==> config.mk <==
export PLATFORM = sky130hd
export DESIGN_NAME = qar_spi_flash_reader
export DESIGN_NICKNAME = d
export VERILOG_FILES = /design/src/rtl/qar_spi_flash_reader.sv
export SDC_FILE = /design/constraint.sdc
export NUM_CORES = 1
export LEC_CHECK = 0
export CAP_MARGIN = 20
export CORE_UTILIZATION = 56
export DETAILED_ROUTE_END_ITERATION = 16
export PLACE_DENSITY_LB_ADDON = 0.08
export SKIP_CTS_REPAIR_TIMING = 1
export SYNTH_ARGS = -nofsm -noshare
export SYNTH_HDL_FRONTEND = slang
export SYNTH_SLANG_ARGS = --single-unit
==> constraint.sdc <==
create_clock -name clk -period 7.5 [get_ports clk]
set_clock_uncertainty 0.05 [all_clocks]
set_input_delay 1.5 -clock clk [delete_from_list [all_inputs] [get_ports clk]]
set_output_delay 1.5 -clock clk [all_outputs]
set_load 0.02 [all_outputs]
Figure 1. Met3 routing (run 1).
Drawn at 4 px/um.
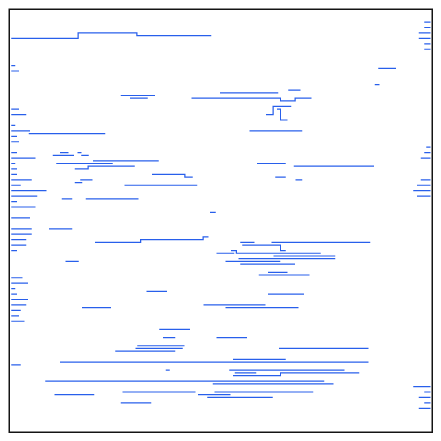
longest straight run: 76.8 um
share of all routed wire: 7.5%
main direction: horizontal
GR met3 Demand/Resource: 5.01%
final routed wirelength across all metal layers: 14,600 um

Figure 2. Cells colored by class (run 1).
Drawn at 4 px/um. Fill, decap, tap and diode cells in gray.
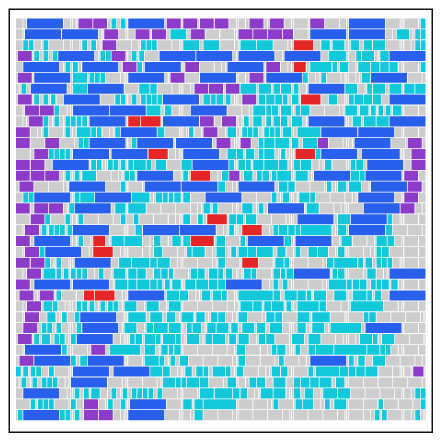
[purple] remaining buffers and delay cells | cells: 81 | share of their area: 12%
[blue] sequential cells | cells: 98 | share of their area: 37%
[red] clock drivers and dummy loads | cells: 16 | share of their area: 3.0%
[cyan] remaining logic cells | cells: 550 | share of their area: 48%
CORE AREA: 0.0103 mm2
utilization after layout: 66.2%
post-route cell area: 0.00684 mm2

Figure 3. Selected gate families (run 1).
Drawn at 4 px/um.
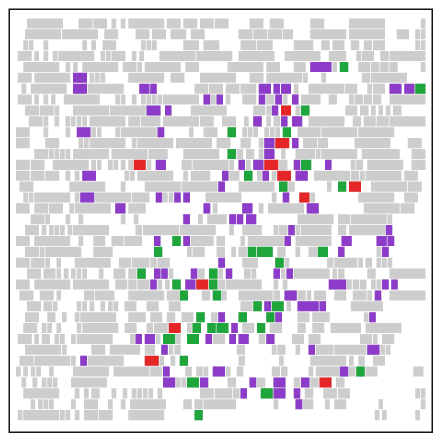
[green] and/or cells | cells: 38
[purple] aoi and oai cells | cells: 102
[red] non-inverting ao/oa cells | cells: 11
leading cell type in the layout, fill and taps excluded: sky130_fd_sc_hd__nand2_1
non-filler cells, final: 881
multi-input gate share of total cell area: 46.3%

Figure 4. Cells by drive strength (run 1).
Drawn at 4 px/um.
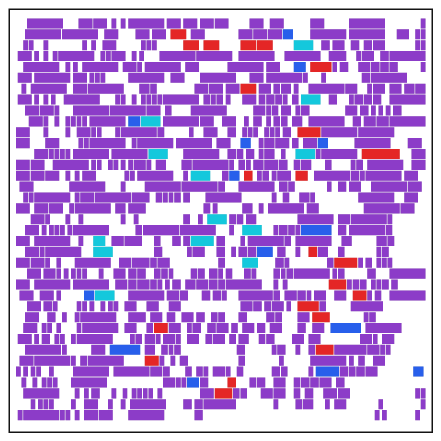
[blue] x3 and x4 | cells: 14 | share: 1.9% | most used: buf_4
[purple] x1 and smaller | cells: 696 | share: 93% | most used: nand2_1
[cyan] x6 and larger | cells: 13 | share: 1.7% | most used: clkbuf_8
[red] x2 | cells: 22 | share: 3.0% | most used: mux2_2
buffer count excluding the clock tree in the final layout: 81
Area growth syn-to-layout: 14.3%
Worst Setup Slack, final: 2.71 ns

==> run summary, run 1 <==
Notes on the flow outputs.

- Among all stages on the critical path, the maximum delay recorded is slightly below 0.8 ns.
- The combinational power is about 1.1 mW.
- The timing report shows that the slowest cell on the worst path is sky130_fd_sc_hd__nor4_1.
- Per the synthesis report, the number of distinct cell types is roughly 80.
- The sum of negative setup slack is 0 ns.
- The post-synthesis share of cell area spent on xor and xnor gates reads 8.22%.
- During tapcell insertion the tool placed roughly 140 well taps.
- The worst setup path is launched from a primary input.
- The detailed-routed wire length on met3 reads between 1000 and 1500 um.
- The actual slew at the worst max-slew pin is 1.02 ns.
- The cell repeated most along the worst path is sky130_fd_sc_hd__nor4_1.
- Setup repair after global routing left no endpoint under its margin.
- The flow ran to the end, and the final reports show no timing, DRC or antenna violations.
- The count of flip-flops with a built-in enable after synthesis is 0.
- The residual antenna-violating net count after detailed routing reads 0.
- Yosys shows that the main logic family after synthesis is simple AND/OR/NAND/NOR gates.
- The worst register-to-register path has a depth of 10.
- The global-route wire length before repair is about 24,000 um.
- The worst path uses ~64% of the clock period.
- Summing all placed instances gives a cell area of 0.00664 mm2.
- The critical path crosses 10 cells after its start point.
- The overall power of the completed layout reads ~2.3 mW.
- The floorplan step set the die width to about 110 um.
- The proportion of cell area occupied by registers is 35.9%.
- On met2, the global router reports a usage of a little over two fifths.
- The ratio of cells with drive above 1 in the final layout is under 10%.
- The clock network accounts for between 10 and 15% of the total power.
- The fill cell instance count of the final layout reads 883.
- The count of input and output buffers reads between 70 and 80.
- The met1 capacity usage during global routing is between 30% and 40%.
- The net total in the final layout reads roughly 820.
- The number of buffers on the longest clock path reads 2.
- The worst ir drop on vdd is 0.000189 V.
- 129 I/O pins were placed.
- The clock reaches the later pin of the worst-skew pair after ~0.38 ns.
- The count of instantiated cells in the yosys netlist is 694.
- The setup slack at placement is about 2.4 ns.
- The pin count of the biggest net entering global routing is approximately 62.
- The top cell type by instance count after synthesis is sky130_fd_sc_hd__nand2_1.
- The prevailing post-synth register cell reads sky130_fd_sc_hd__dfrtp_1.
- The relative max-transition margin is between 30% and 40%.
- The cell count after synthesis reads approximately 700.
- The total number of yosys warnings reads 0.
- The clock transition at the register clock pins on the worst setup and hold paths after CTS reads 0.11 ns.
- The initialized floorplan defines 37 standard-cell rows.
- The async set-or-reset flop fraction in the synthesized netlist is 100%.
- The classification of the worst setup path is primary input to flip-flop.
- The layout report lists the combined flip-flop and latch area as between 0.002 and 0.0025 mm2.
- The final max-slew violation count recorded for this run is 0.
- The register bit total from synthesis is between 90 and 100.
- The number of vias after detailed routing reads 5,135.
- The number of buffers created by CTS reads 9.
- The share of the core area taken by cells at floorplan is between 50% and 60%.
- The footprint of the multi-input gates reads between 0.003 and 0.004 mm2.
- The switching power total reads around 1.0 mW.
- The area reported by Yosys stat is roughly 0.006 mm2.
- The cell group occupying the most layout area is multi-input combinational cells.
- Leaving out fill and tap cells, the most frequent cells in the layout are sky130_fd_sc_hd__nand2_1, sky130_fd_sc_hd__dfrtp_1, sky130_fd_sc_hd__clkdlybuf4s50_1.
- The clock tree from TritonCTS reads built.
- The worst hold slack across all endpoints is between 0.4 and 0.5 ns.
- The flip-flop count of the largest register after layout reads 24.
- Across all register-to-register paths, the minimum setup slack is around 3.6 ns.
- The number of buffers and inverters on the critical path reads 1.
- The busiest layer in global routing reads met2.
- The stage-log warning count is roughly 53.
- The die height reads between 100 and 150 um.
- The heaviest power group is combinational logic.
- The congestion estimate from routability-driven global placement came to just over 0.9.
Figure 5. Routing congestion (run 1).
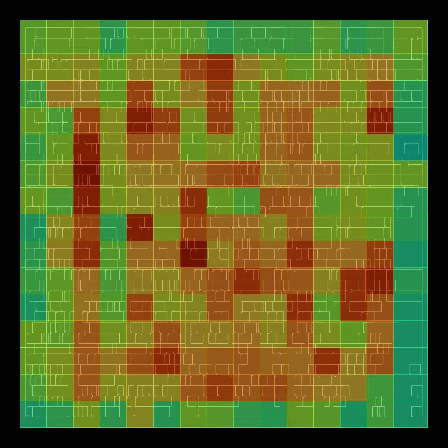

==> run 2, diff against run 1 <==
--- a/config.mk
+++ b/config.mk
@@ -6,7 +6,7 @@
 export NUM_CORES = 1
 export LEC_CHECK = 0
 export CAP_MARGIN = 20
-export CORE_UTILIZATION = 56
+export CORE_UTILIZATION = 47
 export DETAILED_ROUTE_END_ITERATION = 16
 export PLACE_DENSITY_LB_ADDON = 0.08
 export SKIP_CTS_REPAIR_TIMING = 1
==> constraint.sdc (replaced) <==
create_clock -name clk -period 3.9 [get_ports clk]
set_clock_uncertainty 0.05 [all_clocks]
set_input_delay 0.78 -clock clk [delete_from_list [all_inputs] [get_ports clk]]
set_output_delay 0.78 -clock clk [all_outputs]
set_load 0.02 [all_outputs]
Figure 6. Routing congestion (run 2).
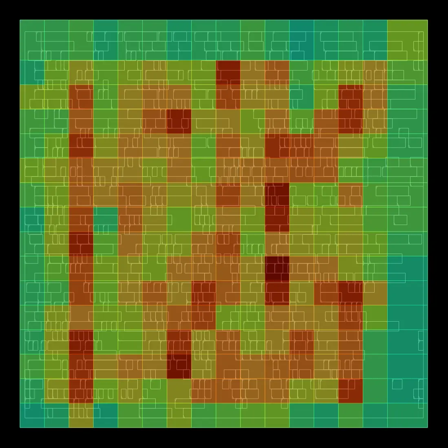
GRT met1 Usage: 35.7%
most utilized layer in the global route result: met2
fraction of met2 tracks used by global routing: 39.0%
routed wire length per instance: 16.3 um

==> run summary, run 2 <==
Notes on the flow outputs.

- The kind of start point of the critical path reads a flip-flop.
- The actual slew at the worst max-slew pin came to 0.788 ns (-0.231 ns).
- The maximum single-stage delay on the critical path is 0.48 ns (-0.30 ns).
- The post-route core utilization was 57.9% (-8.3 points).
- The largest family of logic cells by area reads simple AND/OR/NAND/NOR gates.
- The combinational power was 2.20 mW (+100%).
- The switching power total is 2.06 mW (+97%).
- The classification of the worst setup path is flip-flop to flip-flop.
- The design area is 0.00707 mm2 (+3.5%).
- The setup slack of the critical path after layout is 0.300 ns (-2.41 ns).
- The number of well taps is 168 (+24%).
- The fill cell instance count of the final layout is 1,143 (+29%).
- The register cell area after layout is 0.00245 mm2 (unchanged).
- The sum of negative setup slack is 0 ns (unchanged).
- The flip-flop count of the largest register after layout reads 24 (unchanged).
- The clock latency at the later pin of the worst-skew pair reads 0.35 ns (-0.03 ns).
- The worst ir drop on vdd reads 0.000393 V (+110%).
- The pin count of the biggest net entering global routing was 58 (-6.5%).
- The count of instantiated cells in the yosys netlist is 694 (unchanged).
- The dominant logic cell type in the layout reads sky130_fd_sc_hd__nand2_1.
- The worst hold slack across all endpoints is 0.415 ns (-0.0261 ns).
- The number of buffers on the longest clock path reads 2 (unchanged).
- The global-route wire length before repair is 25,400 um (+6.2%).
- The depth of the worst register-to-register path came to 10 (unchanged).
- The placed cell area is 0.00678 mm2 (+2.1%).
- The cell repeated most along the worst path is sky130_fd_sc_hd__a2111oi_0.
- The overall power of the completed layout is 4.76 mW (+110%).
- The detailed-routed wire length on met3 was 880 um (-19%).
- The worst setup slack for register-to-register paths reads 0.30 ns (-3.28 ns).
- The clock tree from TritonCTS reads built.
- The number of buffers created by CTS is 9 (unchanged).
- The count of input and output buffers reads 77 (unchanged).
- The path length in cells of the critical path is 10 (unchanged).
- The area reported by Yosys stat came to 0.00598 mm2 (unchanged).
- The number of unique standard cell types used by synthesis reads 80 (unchanged).
- The number of core rows is 40 (+8.1%).
- After layout, the worst path uses between 90% and 100% of the clock period.
- The net total in the final layout is 836 (+1.7%).
- The footprint of the multi-input gates is 0.00316 mm2 (unchanged).
- The run finished with clean final reports.
Figure 7. Met3 routing (run 2).
Drawn at 4 px/um.
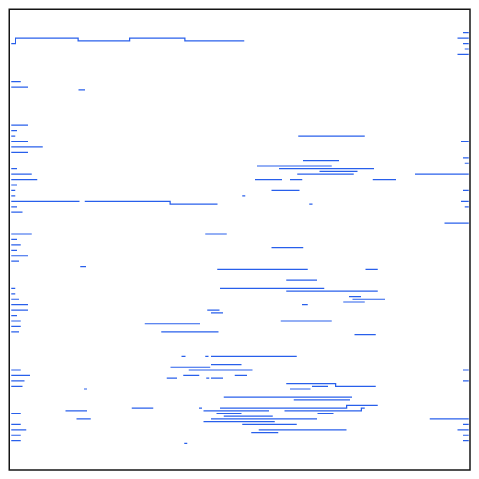
main direction: horizontal
longest straight run: 31.7 um
GR met3 Demand/Resource: 3.69%
routed vias: 5,199
final routed wirelength across all metal layers: 15,100 um

No activity file was given, so power comes from the tool's default toggle rates.
